`src/rtl/xor_parity_rx_if.sv`:
```
// Serial receiver bundle: strobe and line in, buffered word out.
// The master drives the line and consumes words; the slave is the receiver.
interface xor_parity_rx_if #(
  parameter int DATA_WIDTH = 8
);
  logic                  bit_en;
  logic                  rx;
  logic                  data_ready;
  logic [DATA_WIDTH-1:0] data_out;
  logic                  data_valid;
  logic                  parity_err;
  logic                  frame_err;
  logic                  overrun;
  logic                  busy;

  modport master (
    output bit_en,
    output rx,
    output data_ready,
    input  data_out,
    input  data_valid,
    input  parity_err,
    input  frame_err,
    input  overrun,
    input  busy
  );

  modport slave (
    input  bit_en,
    input  rx,
    input  data_ready,
    output data_out,
    output data_valid,
    output parity_err,
    output frame_err,
    output overrun,
    output busy
  );
endinterface

```
`src/rtl/xor_parity_rx.sv`:
```
// Serial frame receiver: start, LSB-first data, XOR parity, stop.
// Completed words sit in a one-entry valid/ready buffer.
module xor_parity_rx #(
  parameter int DATA_WIDTH = 8,
  parameter bit PARITY_ODD = 1'b0
) (
  input  logic           clk,
  input  logic           rst_n,
  xor_parity_rx_if.slave bus
);

  localparam int CW =
    (DATA_WIDTH > 2) ? $clog2(DATA_WIDTH) : 1;
  localparam logic [CW-1:0] LAST =
    CW'(DATA_WIDTH - 1);

  typedef enum logic [1:0] {
    IDLE,
    DATA,
    PARITY,
    STOP
  } state_t;

  state_t state;
  state_t state_nxt;

  logic [CW-1:0]         cnt;
  logic [DATA_WIDTH-1:0] shift;
  logic                  par;
  logic                  perr;

  logic start_hit;
  logic data_hit;
  logic par_hit;
  logic stop_hit;
  logic busy_c;

  logic [DATA_WIDTH-1:0] dout_q;
  logic                  valid_q;
  logic                  perr_q;
  logic                  ferr_q;
  logic                  ovr_q;

  logic buf_free;
  logic load;
  logic accept;

  // State register
  always_ff @(posedge clk) begin
    if (!rst_n) begin
      state <= IDLE;
    end else begin
      state <= state_nxt;
    end
  end

  // Next state: advance only on strobe cycles
  always_comb begin
    state_nxt = state;
    if (bus.bit_en) begin
      unique case (state)
        IDLE: begin
          if (!bus.rx) begin
            state_nxt = DATA;
          end
        end
        DATA: begin
          if (cnt == LAST) begin
            state_nxt = PARITY;
          end
        end
        PARITY: state_nxt = STOP;
        STOP:   state_nxt = IDLE;
        default: state_nxt = IDLE;
      endcase
    end
  end

  // Per-state strobes that steer the datapath
  always_comb begin
    start_hit = 1'b0;
    data_hit  = 1'b0;
    par_hit   = 1'b0;
    stop_hit  = 1'b0;
    busy_c    = 1'b1;
    unique case (state)
      IDLE: begin
        start_hit = bus.bit_en & ~bus.rx;
        busy_c    = 1'b0;
      end
      DATA:   data_hit = bus.bit_en;
      PARITY: par_hit  = bus.bit_en;
      STOP:   stop_hit = bus.bit_en;
      default: begin
        busy_c = 1'b0;
      end
    endcase
  end

  // Deserialiser with running XOR parity
  always_ff @(posedge clk) begin
    if (!rst_n) begin
      cnt   <= '0;
      shift <= '0;
      par   <= 1'b0;
      perr  <= 1'b0;
    end else if (start_hit) begin
      cnt   <= '0;
      shift <= '0;
      par   <= 1'b0;
    end else if (data_hit) begin
      shift <= {bus.rx, shift[DATA_WIDTH-1:1]};
      par   <= par ^ bus.rx;
      cnt   <= cnt + 1'b1;
    end else if (par_hit) begin
      perr  <= par ^ bus.rx ^ PARITY_ODD;
    end
  end

  assign accept   = valid_q & bus.data_ready;
  assign buf_free = ~valid_q | bus.data_ready;
  assign load     = stop_hit & buf_free;

  // One-entry output buffer and sticky overrun
  always_ff @(posedge clk) begin
    if (!rst_n) begin
      dout_q  <= '0;
      valid_q <= 1'b0;
      perr_q  <= 1'b0;
      ferr_q  <= 1'b0;
      ovr_q   <= 1'b0;
    end else if (load) begin
      dout_q  <= shift;
      perr_q  <= perr;
      ferr_q  <= ~bus.rx;
      valid_q <= 1'b1;
    end else begin
      if (stop_hit) begin
        ovr_q <= 1'b1;
      end
      if (accept) begin
        valid_q <= 1'b0;
      end
    end
  end

  assign bus.data_out   = dout_q;
  assign bus.data_valid = valid_q;
  assign bus.parity_err = perr_q;
  assign bus.frame_err  = ferr_q;
  assign bus.overrun    = ovr_q;
  assign bus.busy       = busy_c;

endmodule
```
`src/flat_wrapper.sv`:
```
// flat-port wrapper written by rule: the top's interface ports become plain ports
module xor_parity_rx_flat 
#(
  parameter int DATA_WIDTH = 8,
  parameter bit PARITY_ODD = 1'b0
)
  (clk, rst_n, bus_bit_en, bus_rx, bus_data_ready, bus_data_out, bus_data_valid, bus_parity_err, bus_frame_err, bus_overrun, bus_busy);
  xor_parity_rx_if #(.DATA_WIDTH(DATA_WIDTH)) bus_i ();
  input  logic clk;
  input  logic rst_n;
  input wire logic [$bits(bus_i.bit_en)-1:0] bus_bit_en;
  input wire logic [$bits(bus_i.rx)-1:0] bus_rx;
  input wire logic [$bits(bus_i.data_ready)-1:0] bus_data_ready;
  output wire logic [$bits(bus_i.data_out)-1:0] bus_data_out;
  output wire logic [$bits(bus_i.data_valid)-1:0] bus_data_valid;
  output wire logic [$bits(bus_i.parity_err)-1:0] bus_parity_err;
  output wire logic [$bits(bus_i.frame_err)-1:0] bus_frame_err;
  output wire logic [$bits(bus_i.overrun)-1:0] bus_overrun;
  output wire logic [$bits(bus_i.busy)-1:0] bus_busy;
  assign bus_i.bit_en = bus_bit_en;
  assign bus_i.rx = bus_rx;
  assign bus_i.data_ready = bus_data_ready;
  assign bus_data_out = bus_i.data_out;
  assign bus_data_valid = bus_i.data_valid;
  assign bus_parity_err = bus_i.parity_err;
  assign bus_frame_err = bus_i.frame_err;
  assign bus_overrun = bus_i.overrun;
  assign bus_busy = bus_i.busy;
  xor_parity_rx #(.DATA_WIDTH(DATA_WIDTH), .PARITY_ODD(PARITY_ODD)) u_core (.clk(clk), .rst_n(rst_n), .bus(bus_i));
endmodule
```
`config.mk`:
```
export PLATFORM = sky130hd
export DESIGN_NAME = xor_parity_rx_flat
export DESIGN_NICKNAME = d
export VERILOG_FILES = /design/src/rtl/xor_parity_rx_if.sv /design/src/rtl/xor_parity_rx.sv /design/src/flat_wrapper.sv
export SDC_FILE = /design/constraint.sdc
export NUM_CORES = 1
export LEC_CHECK = 0
export CAP_MARGIN = 20
export CORE_MARGIN = 2
export CORE_UTILIZATION = 35
export DETAILED_ROUTE_END_ITERATION = 10
export GPL_ROUTABILITY_DRIVEN = 0
export PLACE_DENSITY_LB_ADDON = 0.25
export SYNTH_ARGS = -nofsm -noshare
export SYNTH_HDL_FRONTEND = slang
export SYNTH_SLANG_ARGS = --single-unit
```
`constraint.sdc`:
```
create_clock -name clk -period 1.8 [get_ports clk]
set_input_delay 0.36 -clock clk [delete_from_list [all_inputs] [get_ports clk]]
set_output_delay 0.36 -clock clk [all_outputs]
set_load 0.1 [all_outputs]
```
Figure 1. Zoomed window (run 1).
The bar under the picture is 5 um long. Region (21, 33) to (41, 53) um. Cells in grey, sequential cells in the stronger grey; small squares are vias.
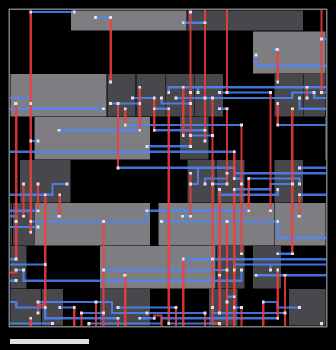
metal 1: shown in blue. metal 2: shown in red.
26 logic cells have their middle in the window. Netlist names of flops here include `u_core.bus.data_out` (3), `u_core.shift` (3). Most frequent: dfxtp_1 (6), nand3_1 (5). Sequential cells in the window: 6.

Figure 2. Gate-type map (run 1).
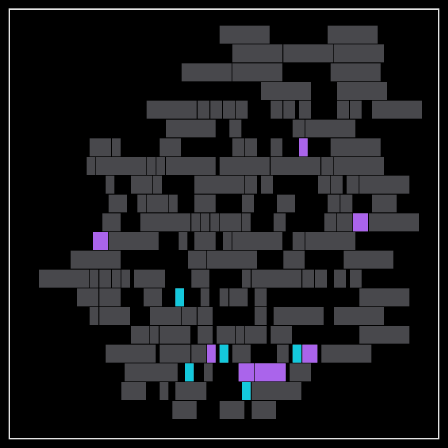
nor cells: shown in purple, cells 7. inv cells: shown in cyan, cells 5, where bottom centre.
non-filler cells in the finished layout: 196
most common logic cell in the routed design: dfxtp_1

==> flow_summary.toml, run 1 <==
# synthesis and place-and-route metrics
[clock_tree]
clock_path_buffers = 2
cts_tree = "done"

[route]
antenna_left = 0
firstDrtPassIters = 4
dr_wl_met2_um = 1047
drt-initial-drc-count = 41

[outcome]
status = "finished, final reports clean"

[place]
hpwl_um = 1727

[cells_and_area]
diodes = 0
logic_area_um2 = 561.8
design_area_um2 = 1533
area_delta_synth_final_pct = 29.90
sh_comb_area = 0.3665
utilization = 0.4667

[yosys]
largest_area_cell = "dfxtp_1"
async_reset_ff_frac = 0

[worst_hold_path]
worstHoldStart = "u_core.cnt[2]$_SDFFE_PP0P_"
min_path_cells = 2

[worst_setup_path]
crit_required_ns = 1.44
r2r_end = "u_core.shift[3]$_SDFFE_PP0P_"
r2r_setup_slack_ns = 0.34
crit_end = "bus_busy"
crit_path_start = "u_core.state[1]$_SDFFE_PN0P_"

[global_route]
use_met2 = 0.2054
overflow = 0
grt_pass1_vias = 854

[sta]
setup_viol = 0
timing.fmax_mhz = 595.8
slew_viol_final = 0
layout_min_cycle_time_ns = 1.679

[die]
num_rows = 21

[flow_run]
warnings = 29

[pwr]
power.total_w = 0.001029
Figure 3. Ports around the boundary (run 1).
The bar under the picture is 20 um long. Pins as bars across the die edge, other pins in grey.
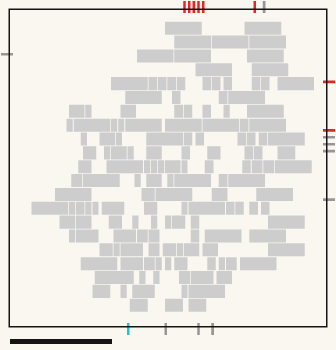
`bus_data_out`: shown in red, pins 8, direction output, edge 6 top, 2 right. `bus_bit_en`: shown in cyan, pins 1, direction input, edge bottom.
All pins by edge: 7 top, 6 right, 4 bottom, 1 left.
IO Port Bufs: 17
chip height: 62.06 um
die span in x: 62.06 um

Figure 4. Wire density map (run 1).
The die is cut into 12 by 12 equal tiles; white is low, dark blue is high, scaled to the fullest tile. Values are wire area over tile area, all layers added.
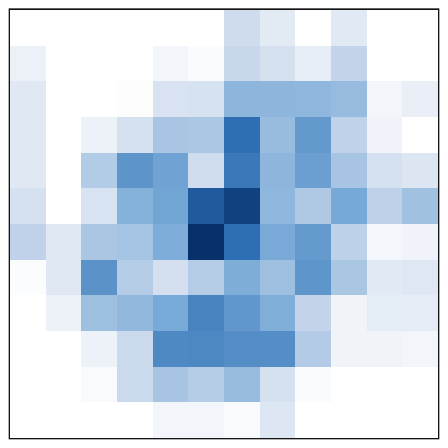
The fullest tile reaches 0.40. The mean over all tiles is 0.093. 15% of the tiles are over half the peak. The emptiest ninth of the die: upper left. The densest ninth of the die: centre.
mean routed wirelength per cell: 11.73 um
Post-Route WL: 2299 um
vias post-DR: 917
overall global routing resource usage: 0.1370

[run 1: flip-flops by register name (all words and copies together) (netlist names)]
signal	count
u_core.bus.frame_err	1
u_core.bus.data_valid	1
u_core.perr	1
u_core.par	1
u_core.bus.data_out	8
u_core.shift	8
u_core.bus.overrun	1
u_core.cnt	3
u_core.state	2
u_core.bus.parity_err	1
[run 1: cells by family after synthesis]
group	after synthesis	synth area share
mux	1	0.008484
simple gates	47	0.1877
fa+ha+maj	6	0.06363
buf+inv	12	0.06574
xor+xnor	2	0.01485
compound gates	38	0.2015
flops	27	0.4581
[run 1: where the power goes]
group	internal, W	total [W]	leakage [nW]	switching (W)
clock network	0.0000852	0.000266	0.0139	0.000181
logic	0.0000548	0.000149	0.300	0.0000943
registers	0.000607	0.000614	0.218	0.00000724
## Run 2: what changed since run 1
--- a/config.mk
+++ b/config.mk
@@ -6,6 +6,8 @@
 export NUM_CORES = 1
 export LEC_CHECK = 0
 export CAP_MARGIN = 20
+export CELL_PAD_IN_SITES_DETAIL_PLACEMENT = 0
+export CELL_PAD_IN_SITES_GLOBAL_PLACEMENT = 1
 export CORE_MARGIN = 2
 export CORE_UTILIZATION = 35
 export DETAILED_ROUTE_END_ITERATION = 10
Figure 5. The clock network (run 2).
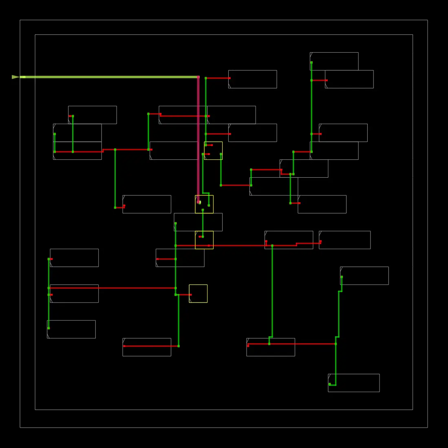
clock latency on the worst-skew pair: 0.32 ns
cts bufs inserted: 3
P_clk: 0.000267 W
# clock sinks: 27
clock skew: 0.01054 ns

Figure 6. Ports around the boundary (run 2).
The bar under the picture is 20 um long. Pins as bars across the die edge, other pins in grey.
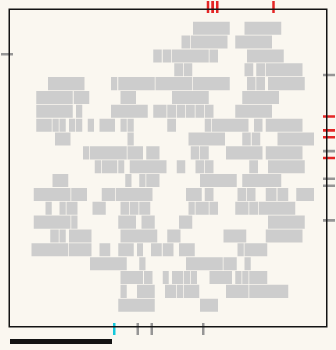
`bus_data_out`: shown in red, pins 8, direction output, edge 4 right, 4 top. `bus_bit_en`: shown in cyan, pins 1, direction input, edge bottom.
All pins by edge: 9 right, 4 bottom, 4 top, 1 left.

==> flow_summary.toml, run 2 <==
# synthesis and place-and-route metrics
[cells_and_area]
area_delta_synth_final_pct = 32.34
logic_area_um2 = 561.8
drive_above_1_share = 0.2368
layout.nonclk_buf_frac = 0.2244
sh_comb_area = 0.3598
seqCellArea_um2 = 543.0
stdcell_count = 198
design_area_um2 = 1562
utilization = 0.4754

[pwr]
power_switching_w = 0.0002880
power_frac_seq = 0.590
power.group.top = "registers"
power.total_w = 0.001042
powerComb_w = 0.000160
power.share.clock = 0.257
seq_cell_power_w = 0.000615
p_int_w = 0.0007538
swShare = 0.2764
pwr-share-comb = 0.153

[yosys]
ys_sh_xor = 0.01485
synthAoiAreaFrac = 0.2015
ys_top_logic_family = "AND-OR/OR-AND gates"
async_reset_ff_frac = 0
synth-simple-area-share = 0.1877

[global_route]
grt_pass1_vias = 903
overflow = 0

[die]
dieHeight_um = 62.06
num_rows = 21
dieWidth_um = 62.06

[sta]
setup_viol = 0
timing.fmax_mhz = 589.2

[route]
firstDrtPassIters = 4
dr_wl_met2_um = 1130
antenna_left = 0
drt-initial-drc-count = 48

[clock_tree]
clock_path_buffers = 2

[flow_run]
warnings = 29

[place]
hpwl_um = 1847
port_buffers = 17

[worst_setup_path]
crit_required_ns = 1.44

[outcome]
status = "finished, final reports clean"
Figure 7. Wire density map (run 2).
The die is cut into 12 by 12 equal tiles; white is low, dark blue is high, scaled to the fullest tile. Values are wire area over tile area, all layers added.
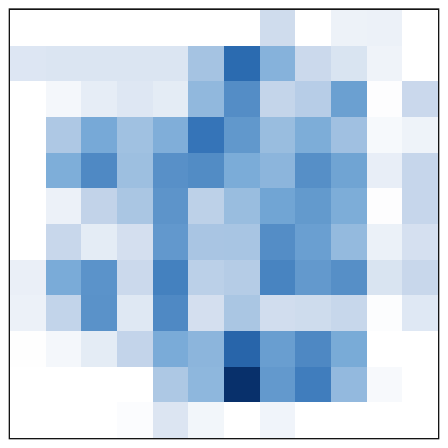
The mean over all tiles is 0.095. The densest ninth of the die: centre. 24% of the tiles are nearly empty. The fullest tile reaches 0.35. 21% of the tiles are over half the peak. The emptiest ninth of the die: lower left.
vias post-DR: 954
overall global routing resource usage: 0.1433
Post-Route WL: 2406 um
mean routed wirelength per cell: 12.15 um

-- run 2: cell counts after synthesis --
Identical to the previous run, type by type.
-- run 2: path summary, 6_finish.rpt --
path                                              startpoint                          to  slack, ns  cells past startpoint
worst max-delay path            u_core.state[0]$_SDFFE_PN0P_                    bus_busy       0.10                      4
worst min-delay path              u_core.cnt[2]$_SDFFE_PP0P_  u_core.cnt[2]$_SDFFE_PP0P_       0.48                      2
worst max register to register  u_core.state[0]$_SDFFE_PN0P_    u_core.perr$_SDFFE_PN0P_       0.31                      5
worst min register to register    u_core.cnt[2]$_SDFFE_PP0P_  u_core.cnt[2]$_SDFFE_PP0P_       0.48                      2
-- run 2: layer usage --
layer  vias to the layer above  GRT usage
met4                         0    0.04559
met1                       450     0.1901
met5                         -          0
met3                         2    0.02484
li1                        490          -
met2                        12     0.2366
Power and IR drop assume default switching activity.
